===== src/rtl/music_addr_seq.sv =====
// ROM address sequencer for multi-track music playback: steps through a track on note ticks,
// stops or loops at END_CODE. Optional loop counter output enabled by `define MUSIC_LOOP_CNT_EN.
//
// state  | meaning
// S_IDLE | stopped, rom_addr held
// S_FETCH| rom_addr just changed, waiting one cycle for ROM read data
// S_PLAY | rom_data valid for rom_addr, advance on step/pending
// S_DONE | non-loop terminator reached, waiting for start/stop
module music_addr_seq #(
   parameter int                           ADDR_W     = 9,
   parameter int                           DATA_W     = 12,
   parameter int                           NUM_TRACKS = 4,
   parameter int                           SEL_W      = 2,
   parameter logic [NUM_TRACKS*ADDR_W-1:0] TRACK_BASE = {9'd384, 9'd256, 9'd128, 9'd0},
   parameter logic [DATA_W-1:0]            END_CODE   = '0
) (
   input  logic              i_clk,
   input  logic              i_rst,
   input  logic              i_start,
   input  logic              i_stop,
   input  logic [SEL_W-1:0]  i_track_sel,
   input  logic              i_loop_en,
   input  logic              i_step,
   input  logic [DATA_W-1:0] i_rom_data,
   output logic [ADDR_W-1:0] o_rom_addr,
   output logic [DATA_W-1:0] o_note,
   output logic              o_note_valid,
   output logic              o_playing,
   output logic              o_done
`ifdef MUSIC_LOOP_CNT_EN
   ,
   output logic [7:0]        o_loop_cnt
`endif
);

   typedef enum logic [1:0] {S_IDLE, S_FETCH, S_PLAY, S_DONE} state_t;

   state_t            r_state;
   state_t            w_state_nxt;
   logic [ADDR_W-1:0] r_rom_addr;
   logic [ADDR_W-1:0] r_base;
   logic              r_pending;
   logic              r_done;
   logic [SEL_W-1:0]  w_track_idx;
   logic [ADDR_W-1:0] w_base;
   logic              w_end;
   logic              w_adv;
`ifdef MUSIC_LOOP_CNT_EN
   logic [7:0]        r_loop_cnt;
`endif

   // Out-of-range track selections fall back to track 0.
   always_comb begin
      w_track_idx = i_track_sel;
      if (int'(i_track_sel) >= NUM_TRACKS) w_track_idx = '0;
   end

   assign w_base = TRACK_BASE[int'(w_track_idx)*ADDR_W +: ADDR_W];
   assign w_end  = (i_rom_data == END_CODE);
   assign w_adv  = i_step | r_pending;

   always_ff @(posedge i_clk) begin
      if (i_rst) r_state <= S_IDLE;
      else       r_state <= w_state_nxt;
   end

   always_comb begin
      w_state_nxt = r_state;
      if (i_stop)       w_state_nxt = S_IDLE;
      else if (i_start) w_state_nxt = S_FETCH;
      else begin
         case (r_state)
            S_FETCH: w_state_nxt = S_PLAY;
            S_PLAY: begin
               if (w_adv) begin
                  if (!w_end || i_loop_en) w_state_nxt = S_FETCH;
                  else                     w_state_nxt = S_DONE;
               end
            end
            default: w_state_nxt = r_state;
         endcase
      end
   end

   always_comb begin
      o_playing    = (r_state == S_FETCH) || (r_state == S_PLAY);
      o_note_valid = (r_state == S_PLAY) && !w_end;
   end

   // A step arriving during FETCH is remembered and applied on the first PLAY cycle.
   always_ff @(posedge i_clk) begin
      if (i_rst) begin
         r_rom_addr <= '0;
         r_base     <= '0;
         r_pending  <= 1'b0;
         r_done     <= 1'b0;
`ifdef MUSIC_LOOP_CNT_EN
         r_loop_cnt <= '0;
`endif
      end else begin
         r_done <= 1'b0;
         if (i_stop) begin
            r_pending <= 1'b0;
         end else if (i_start) begin
            r_base     <= w_base;
            r_rom_addr <= w_base;
            r_pending  <= 1'b0;
`ifdef MUSIC_LOOP_CNT_EN
            r_loop_cnt <= '0;
`endif
         end else begin
            case (r_state)
               S_FETCH: r_pending <= r_pending | i_step;
               S_PLAY: begin
                  if (w_adv) begin
                     r_pending <= 1'b0;
                     if (!w_end) begin
                        r_rom_addr <= r_rom_addr + ADDR_W'(1);
                     end else if (i_loop_en) begin
                        r_rom_addr <= r_base;
`ifdef MUSIC_LOOP_CNT_EN
                        if (r_loop_cnt != 8'hFF) r_loop_cnt <= r_loop_cnt + 8'd1;
`endif
                     end else begin
                        r_done <= 1'b1;
                     end
                  end
               end
               default: r_pending <= r_pending;
            endcase
         end
      end
   end

   assign o_rom_addr = r_rom_addr;
   assign o_note     = i_rom_data;
   assign o_done     = r_done;
`ifdef MUSIC_LOOP_CNT_EN
   assign o_loop_cnt = r_loop_cnt;
`endif

endmodule


===== config.mk =====
export PLATFORM = sky130hd
export DESIGN_NAME = music_addr_seq
export DESIGN_NICKNAME = d
export VERILOG_FILES = /design/src/rtl/music_addr_seq.sv
export SDC_FILE = /design/constraint.sdc
export NUM_CORES = 1
export LEC_CHECK = 0
export CORE_MARGIN = 2
export CORE_UTILIZATION = 50
export CTS_BUF_LIST = sky130_fd_sc_hd__clkbuf_16
export CTS_CLUSTER_DIAMETER = 120
export CTS_CLUSTER_SIZE = 10
export DETAILED_ROUTE_END_ITERATION = 7
export DONT_BUFFER_PORTS = 1
export PLACE_DENSITY = 0.68
export SYNTH_ARGS = -nofsm -noshare
export SYNTH_HDL_FRONTEND = slang
export SYNTH_SLANG_ARGS = --single-unit

===== constraint.sdc =====
create_clock -name i_clk -period 2.6 [get_ports i_clk]
set_input_delay 0.26 -clock i_clk [delete_from_list [all_inputs] [get_ports i_clk]]
set_output_delay 0.26 -clock i_clk [all_outputs]
set_load 0.02 [all_outputs]

==> summary.txt <==
run results: remaining antenna violation count=0, source of the critical timing path=o_rom_addr[0], Pwr per Cell Area=575.2 nW/um2, worst min-delay path class=input pin to register, Worst VDD drop=446.6 uV, start of the worst register-to-register path=o_rom_addr[0], Cells after DPL=116, yosys synthesis warning count=0, net count reported at finish=119, combinational gates=71, layout clock buffer count=3, Worst R2R End=o_rom_addr[8], status=completed, top logic cell by instance count in the layout=sky130_fd_sc_hd__dfxtp_1, period utilization=70.37%, non-clock inverter instance count of the final layout=5, GRT Residual Overflow=0, total clock sinks=15, nonclk buf count=0, number of warning messages in the logs=27, average via count per standard cell=5.950, combinational power share=5.5%, depth of the worst register-to-register path=6, register area=300.3 um2, cell at the root of the clock tree=sky130_fd_sc_hd__clkbuf_16, Routed Wire Length=1779 um, hold violation count in the final report=0, well tap count=25, Sequential Power Share=43.1%, sequential cells=15, global-route wire length before repair=2780 um, Max Cap Violations=0, total I/O pin count=44, cell total in the yosys stat output=105, setup slack after layout=0.7704 ns, placement row count=15, multiplexer share of the synthesized area=2.073%, ao+oa area frac=21.89%, total count of max-transition violations in the final report=0, number of global-route vias before repair=627, aggregate global-route resource usage=17.42%, number of CTS-inserted buffers=3, final hold slack=0.08306 ns, Clock buffers and inverters, area share=8.119%, maximum number of pins on one net before global-route repair=14, cell types with the highest counts after synthesis=15 x sky130_fd_sc_hd__dfxtp_1, 12 x sky130_fd_sc_hd__buf_4, 8 x sky130_fd_sc_hd__a21oi_1, 8 x sky130_fd_sc_hd__nand2_1, 6 x sky130_fd_sc_hd__nor2_1, Dominant cell area share=31.09%, post-route minimum period=1.830 ns, Least-Margin Pin Slew=0.4254 ns, DIE WIDTH=47.95 um, Sw Pwr=107.0 uW, number of DRC markers after the initial detailed-route iteration=31, clock network fraction of design power=51.4%, number of buffers inserted by port buffering=0, Min-Delay Startpoint=i_rst, detailed-router iteration count before antenna repair=4, Seq group=241 uW, crit path DRT=2.75 ns, maximum achievable frequency=546.6 MHz, sort of element at the end of the critical path=register, Max-area cell class=logic gates, setup slack of the worst register-to-register path=0.77 ns, unrepaired setup endpoints after global routing=false, Simple-Gate Area Share=27.33%, Data arrival, critical path=1.98 ns, Startpoint Class=register, worst-case clock skew=0.002111 ns, gate count after technology mapping=105, Inserted Diodes=0, Async S/R FF share, synth=0%, ratio of cells with drive above 1 in the final layout=14.74%, prevailing logic family in the synthesized netlist=simple AND/OR/NAND/NOR gates, syn avg cell area=9.199 um2, CP Max Fanout=4, FP Util=54.75%, fill cell count=186, most frequently placed logic cells in the final layout=15 x sky130_fd_sc_hd__dfxtp_1, 8 x sky130_fd_sc_hd__nand2_1, 8 x sky130_fd_sc_hd__a21oi_1, Setup violations, final=0
==> metal layers <==
layer | GRT usage [%] | vias up | part of all wire [%] | routed length [um]
li1 | - | 353 | - | -
met1 | 23.42 | 326 | 45 | 805
met2 | 25.07 | 33 | 46 | 812
met3 | 7.547 | 2 | 8.4 | 150
met4 | 5.405 | 0 | 0.56 | 10
met5 | 0 | - | 0 | 0
==> kinds of logic after synthesis <==
group / Yosys count
AND/OR/NAND/NOR: 37
AND-OR/OR-AND: 28
buffers and inverters: 19
flip-flops: 15
adder cells (fa/ha/maj): 3
multiplexers: 2
XOR/XNOR: 1
==> registers in the layout, indices dropped and copies added, names as in the netlist <==
signal / flops
o_done: 1
o_rom_addr: 9
r_base: 2
r_pending: 1
r_state: 2
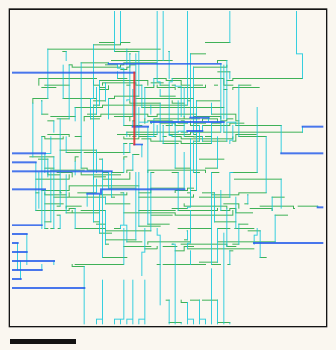
(signal wires by layer)
Scale bar: 10 um.
[cyan] met2 | wire length: 812 um
[red] met4 | wire length: 10.9 um
[green] met1 | wire length: 806 um
[blue] met3 | wire length: 150 um

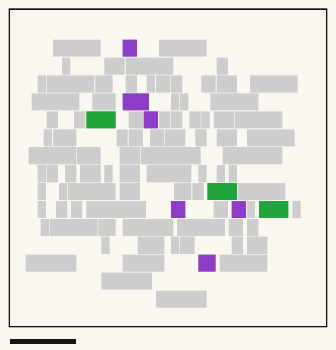
(gate families picked out)
Scale bar: 10 um.
[green] adder and majority cells | cells: 3
[purple] AND and OR gates | cells: 6

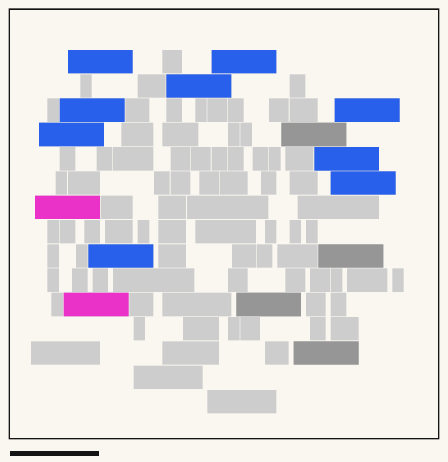
(register map, names as in the netlist)
Scale bar: 10 um. Other sequential cells in the stronger grey, the rest of the logic in the fainter grey.
[magenta] r_base | flops: 2
[blue] o_rom_addr | flops: 9
not coloured: 4

Power is estimated from default activity; no workload was simulated.
